### src/rtl/axis_burst_framer_if.sv
// AXI-stream style valid/ready/data bundle used by axis_burst_framer.
// ok = valid & ready; the master holds data stable while valid is high and ready is low.
interface axis_burst_framer_if #(
  parameter int WIDTH = 32
);
  logic             valid;
  logic             ready;
  logic [WIDTH-1:0] data;

  modport master (output valid, output data, input ready);
  modport slave  (input valid, input data, output ready);
endinterface

### src/rtl/axis_burst_framer.sv
// Collects BURST_LEN stream words, then replays them as one gap-free burst with m_last.
// Define BURST_FRAMER_TIMEOUT_EN to flush partial bursts after TIMEOUT_CYC idle cycles.
module axis_burst_framer #(
  parameter int BUFF_WORD   = 32,
  parameter int BURST_LEN   = 16,
  parameter int TIMEOUT_CYC = 256
) (
  input  logic                 clk,
  input  logic                 rst_n,
  axis_burst_framer_if.slave   s_stream,
  axis_burst_framer_if.master  m_stream,
  output logic                 m_last,
  output logic                 burst_done,
  output logic                 flush_pulse,
  output logic                 busy
);

  localparam int CNT_W = $clog2(BURST_LEN + 1);
  localparam int IDX_W = $clog2(BURST_LEN);

  if (BURST_LEN < 2) begin : g_bad_len
    $error("axis_burst_framer: BURST_LEN must be at least 2");
  end
  if (TIMEOUT_CYC < 1) begin : g_bad_timeout
    $error("axis_burst_framer: TIMEOUT_CYC must be at least 1");
  end

  typedef enum logic {FILL, DRAIN} state_t;

  state_t               state;
  logic [CNT_W-1:0]     wr_cnt;
  logic [CNT_W-1:0]     rd_cnt;
  logic [CNT_W-1:0]     len;
  logic                 s_ready;
  logic                 m_valid;
  logic                 s_ok;
  logic                 m_ok;
  logic                 wr_full;
  logic [BUFF_WORD-1:0] buf_mem [BURST_LEN];

`ifdef BURST_FRAMER_TIMEOUT_EN
  localparam int IDLE_W = $clog2(TIMEOUT_CYC + 1);
  logic [IDLE_W-1:0] idle_cnt;
  logic              flush_q;
  assign flush_pulse = flush_q;
`else
  assign flush_pulse = 1'b0;
`endif

  assign s_ok    = s_stream.valid & s_ready;
  assign m_ok    = m_valid & m_stream.ready;
  assign wr_full = (wr_cnt == CNT_W'(BURST_LEN - 1));

  // Handshake outputs come straight from flops, so no input reaches them combinationally.
  assign s_stream.ready = s_ready;
  assign m_stream.valid = m_valid;
  assign m_stream.data  = buf_mem[rd_cnt[IDX_W-1:0]];
  assign busy           = (wr_cnt != '0) | (state == DRAIN);

  // NOTE: the word buffer has no reset; its contents are only read after being written.
  always_ff @(posedge clk) begin
    if (s_ok) buf_mem[wr_cnt[IDX_W-1:0]] <= s_stream.data;
  end

  // NOTE: non-blocking assignments throughout, so every branch sees pre-edge values.
  always_ff @(posedge clk or negedge rst_n) begin
    if (!rst_n) begin
      state      <= FILL;
      wr_cnt     <= '0;
      rd_cnt     <= '0;
      len        <= '0;
      s_ready    <= 1'b0;
      m_valid    <= 1'b0;
      m_last     <= 1'b0;
      burst_done <= 1'b0;
`ifdef BURST_FRAMER_TIMEOUT_EN
      idle_cnt   <= '0;
      flush_q    <= 1'b0;
`endif
    end else begin
      burst_done <= 1'b0;
`ifdef BURST_FRAMER_TIMEOUT_EN
      flush_q    <= 1'b0;
`endif
      case (state)
        FILL: begin
          s_ready <= 1'b1;
          if (s_ok) begin
            wr_cnt <= wr_cnt + 1'b1;
`ifdef BURST_FRAMER_TIMEOUT_EN
            idle_cnt <= '0;
`endif
            if (wr_full) begin
              len     <= CNT_W'(BURST_LEN);
              rd_cnt  <= '0;
              state   <= DRAIN;
              s_ready <= 1'b0;
              m_valid <= 1'b1;
              m_last  <= 1'b0;
            end
          end
`ifdef BURST_FRAMER_TIMEOUT_EN
          // An accept in the expiry cycle takes the branch above, so it always wins.
          else if (wr_cnt == '0) begin
            idle_cnt <= '0;
          end else if (idle_cnt == IDLE_W'(TIMEOUT_CYC - 1)) begin
            len      <= wr_cnt;
            rd_cnt   <= '0;
            flush_q  <= 1'b1;
            idle_cnt <= '0;
            state    <= DRAIN;
            s_ready  <= 1'b0;
            m_valid  <= 1'b1;
            m_last   <= (wr_cnt == CNT_W'(1));
          end else begin
            idle_cnt <= idle_cnt + 1'b1;
          end
`endif
        end

        DRAIN: begin
          if (m_ok) begin
            if (m_last) begin
              rd_cnt     <= '0;
              wr_cnt     <= '0;
              burst_done <= 1'b1;
              state      <= FILL;
              m_valid    <= 1'b0;
              m_last     <= 1'b0;
              s_ready    <= 1'b1;
            end else begin
              rd_cnt <= rd_cnt + 1'b1;
              // Look one word ahead so m_last is a flop aligned with the next word.
              m_last <= (rd_cnt == len - CNT_W'(2));
            end
          end
        end

        default: state <= FILL;
      endcase
    end
  end

endmodule
### src/flat_wrapper.sv
// flat-port wrapper written by rule: the top's interface ports become plain ports
module axis_burst_framer_flat 
#(
  parameter int BUFF_WORD   = 32,
  parameter int BURST_LEN   = 16,
  parameter int TIMEOUT_CYC = 256
)
  (clk, rst_n, m_last, burst_done, flush_pulse, busy, s_stream_valid, s_stream_data, s_stream_ready, m_stream_valid, m_stream_data, m_stream_ready);
  axis_burst_framer_if s_stream_i ();
  axis_burst_framer_if m_stream_i ();
  input  logic clk;
  input  logic rst_n;
  output logic m_last;
  output logic burst_done;
  output logic flush_pulse;
  output logic busy;
  input wire logic [$bits(s_stream_i.valid)-1:0] s_stream_valid;
  input wire logic [$bits(s_stream_i.data)-1:0] s_stream_data;
  output wire logic [$bits(s_stream_i.ready)-1:0] s_stream_ready;
  output wire logic [$bits(m_stream_i.valid)-1:0] m_stream_valid;
  output wire logic [$bits(m_stream_i.data)-1:0] m_stream_data;
  input wire logic [$bits(m_stream_i.ready)-1:0] m_stream_ready;
  assign s_stream_i.valid = s_stream_valid;
  assign s_stream_i.data = s_stream_data;
  assign s_stream_ready = s_stream_i.ready;
  assign m_stream_valid = m_stream_i.valid;
  assign m_stream_data = m_stream_i.data;
  assign m_stream_i.ready = m_stream_ready;
  axis_burst_framer #(.BUFF_WORD(BUFF_WORD), .BURST_LEN(BURST_LEN), .TIMEOUT_CYC(TIMEOUT_CYC)) u_core (.clk(clk), .rst_n(rst_n), .s_stream(s_stream_i), .m_stream(m_stream_i), .m_last(m_last), .burst_done(burst_done), .flush_pulse(flush_pulse), .busy(busy));
endmodule
### config.mk
export PLATFORM = sky130hd
export DESIGN_NAME = axis_burst_framer_flat
export DESIGN_NICKNAME = d
export VERILOG_FILES = /design/src/rtl/axis_burst_framer_if.sv /design/src/rtl/axis_burst_framer.sv /design/src/flat_wrapper.sv
export SDC_FILE = /design/constraint.sdc
export NUM_CORES = 1
export LEC_CHECK = 0
export CORE_ASPECT_RATIO = 0.9
export CORE_MARGIN = 2
export CORE_UTILIZATION = 40
export DETAILED_ROUTE_END_ITERATION = 10
export DONT_BUFFER_PORTS = 1
export PLACE_DENSITY = 0.52
export SLEW_MARGIN = 20
export SYNTH_ARGS = -nofsm -noshare
export SYNTH_HDL_FRONTEND = slang
export SYNTH_SLANG_ARGS = --single-unit
### constraint.sdc
create_clock -name clk -period 4.75 [get_ports clk]
set_clock_uncertainty 0.05 [all_clocks]
set_input_delay 0.95 -clock clk [delete_from_list [all_inputs] [get_ports clk]]
set_output_delay 0.95 -clock clk [all_outputs]
set_load 0.05 [all_outputs]
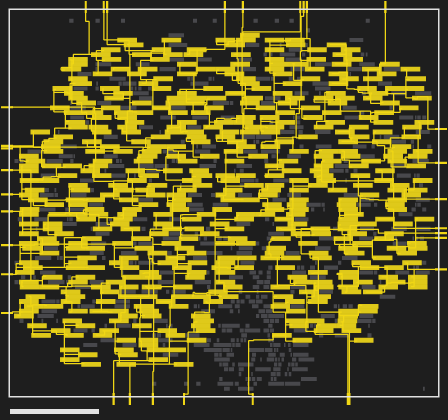
Figure 1: wires at chosen ports, followed through buffers.
The bar under the picture is 50 microns long.
colour	port	bits	direction	edge	end cells	buffers	wire
yellow	s_stream_data	32	input	9 left, 9 top, 7 right, 7 bottom	512	0	5680 microns
Port Buf Inserts: 0
Boundary Pins: 74

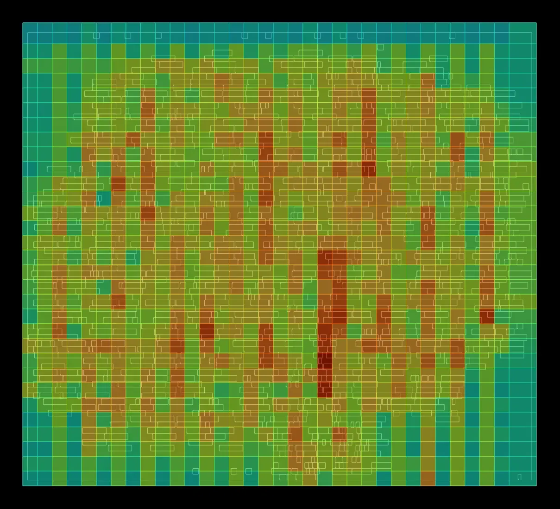
Figure 2: routing congestion map.
met3 usage: 0.02905
GR Util met1: 0.2367
Total Routing Usage GR: 0.1751
GR peak layer: met2
per-cell routed wire length: 26.45 microns

==> flow_metrics.py <==
# Auto-generated metrics
metrics = {
    "layout": {
        "final_nets": 1012,
        "antennaDiodeCount": 0,
        "syn2layout_area_growth_pct": 14.04,
        "n_fill_cell": 4101,
        "lay_top_cells": "512 x edfxtp_1, 111 x mux4_2, 70 x buf_4",
        "final_util": 0.4644,
    },
    "synth": {
        "synthTopLogicFamily": "multiplexers",
        "ys_cells": 892,
        "synth_cell_types": 34,
        "synthMuxAreaShare": 0.1479,
        "ys_chip_area_sq_um": 20130,
    },
    "timing": {
        "finalSetupTns_ps": 0,
        "fmax_mhz": 247.4,
    },
    "clock_network": {
        "htreeDepth": 2,
        "clock_sinks": 528,
        "cts_buffers": 53,
        "cts_tree": "built",
        "cts_max_path_buffers": 3,
        "worstSkewPairLatency_ps": 580,
        "clockRootBuffer": "clkbuf_16",
    },
    "outcome": {
        "status": "complete, no violations",
    },
    "worst_setup_path": {
        "cp.arrival_ps": 3040,
        "critPathTopFamily": "buffers and inverters",
        "start_kind": "flip-flop",
        "cp-end-kind": "output pin",
        "critPathMaxFanout": 43,
        "critPathMaxStageDelay_ps": 700,
    },
    "power_and_ir_drop": {
        "seq_power_mw": 5.63,
        "pg_clk_mw": 3.98,
        "p_int_mw": 9.286,
        "power.group.top": "sequential cells",
        "power.switching_mw": 4.634,
        "combPwrFrac": 0.310,
    },
    "route": {
        "first_pass_iters": 4,
        "first_iter_violations": 827,
    },
    "floorplan": {
        "core_util_floorplan": 0.4072,
        "die_w_microns": 240.5,
        "row_count": 77,
    },
    "worst_hold_path": {
        "hold_class": "in -> reg",
    },
    "placed_design": {
        "gp_congestion": 0.6922,
    },
}
==> cell usage after synthesis <==
library cell | count | share of area
edfxtp_1 | 512 | 0.76
mux4_2 | 111 | 0.12
o22ai_1 | 64 | 0.020
nor2_1 | 46 | 0.0086
mux4_1 | 17 | 0.022
nand3_1 | 17 | 0.0042
clkbuf_1 | 16 | 0.0030
dfrtp_1 | 16 | 0.020
buf_2 | 12 | 0.0030
buf_4 | 11 | 0.0041
inv_1 | 8 | 0.0015
ha_1 | 7 | 0.0044
a21oi_1 | 5 | 0.0012
nand2b_1 | 5 | 0.0016
buf_12 | 4 | 0.0040
buf_6 | 4 | 0.0022
nand3b_1 | 4 | 0.0015
nor3_1 | 4 | 0.00099
buf_1 | 3 | 0.00056
mux2i_1 | 3 | 0.0015
o21ai_0 | 3 | 0.00075
o31ai_1 | 3 | 0.0011
and3_1 | 2 | 0.00062
nand2_1 | 2 | 0.00037
nand4_1 | 2 | 0.00062
nand4b_1 | 2 | 0.00087
xnor2_1 | 2 | 0.00087
a21boi_0 | 1 | 0.00037
conb_1 | 1 | 0.00019
o211ai_1 | 1 | 0.00037
o31a_1 | 1 | 0.00044
o41ai_1 | 1 | 0.00044
or2_2 | 1 | 0.00031
or3_1 | 1 | 0.00031
==> registers in the layout, indices dropped and copies added, names as in the netlist <==
name and flops:
u_core.s_stream.ready 1, u_core.state 1, u_core.burst_done 1, u_core.len 1, u_core.rd_cnt 5, u_core.m_last 1, u_core.wr_cnt 5, u_core.buf_mem 512
u_core.m_stream.valid 1
==> cell type report <==
type                       instances  area share
clock inverter                    33    0.009921
timing repair buffer              72     0.02420
clock buffer                      65     0.06160
multi-input combinational        306      0.1786
inverter                           8    0.001308
sequential                       528      0.6878
tap                              671     0.03658
==> per-stage QoR <==
step | cell area (sq um) | setup WS [ps] | total power [mW] | hold WS (ps) | std cells
finish | 22950 | 707.7 | 13.92 | 397.3 | 1683
global route | 22950 | 499.1 | 14.50 | 376.4 | 1683
CTS | 22950 | 613.8 | 14.13 | 367.2 | 1683
detailed placement | 21300 | 1256 | 10.15 | 432.2 | 1584
global placement | 21300 | 1242 | 10.16 | 427.3 | 1584
floorplan | 20130 | 899.2 | 8.883 | 405.7 | 892
==> per-layer routing <==
layer  share of wire  routed length [microns]  track usage
met5               0                        0            0
met4           0.021                      927      0.05114
met3           0.044                     1965      0.02905
met2            0.50                    22270       0.2933
met1            0.43                    19350       0.2367
==> cell families after synthesis <==
| kind of cell | after synthesis |
|---|---|
| compound gates | 79 |
| xor+xnor | 2 |
| fa+ha+maj | 7 |
| buf+inv | 58 |
| flops | 528 |
| mux | 131 |
| other cells | 1 |
| simple gates | 86 |
==> path summary, 6_finish.rpt <==
check,startpoint,to,slack (ps),cells after the start
hold reg to reg,u_core.len[4],u_core.len[4],450,1
setup reg to reg,u_core.s_stream.ready,u_core.buf_mem[13][14],1820,3
max in group asynchronous,rst_n,u_core.rd_cnt[1],3290,1
setup / recovery,u_core.rd_cnt[2],m_stream_data[24],710,5
hold / removal,s_stream_data[14],u_core.buf_mem[11][14],400,0
min in group asynchronous,rst_n,u_core.len[4],810,1
No activity file was given, so power comes from the tool's default toggle rates.
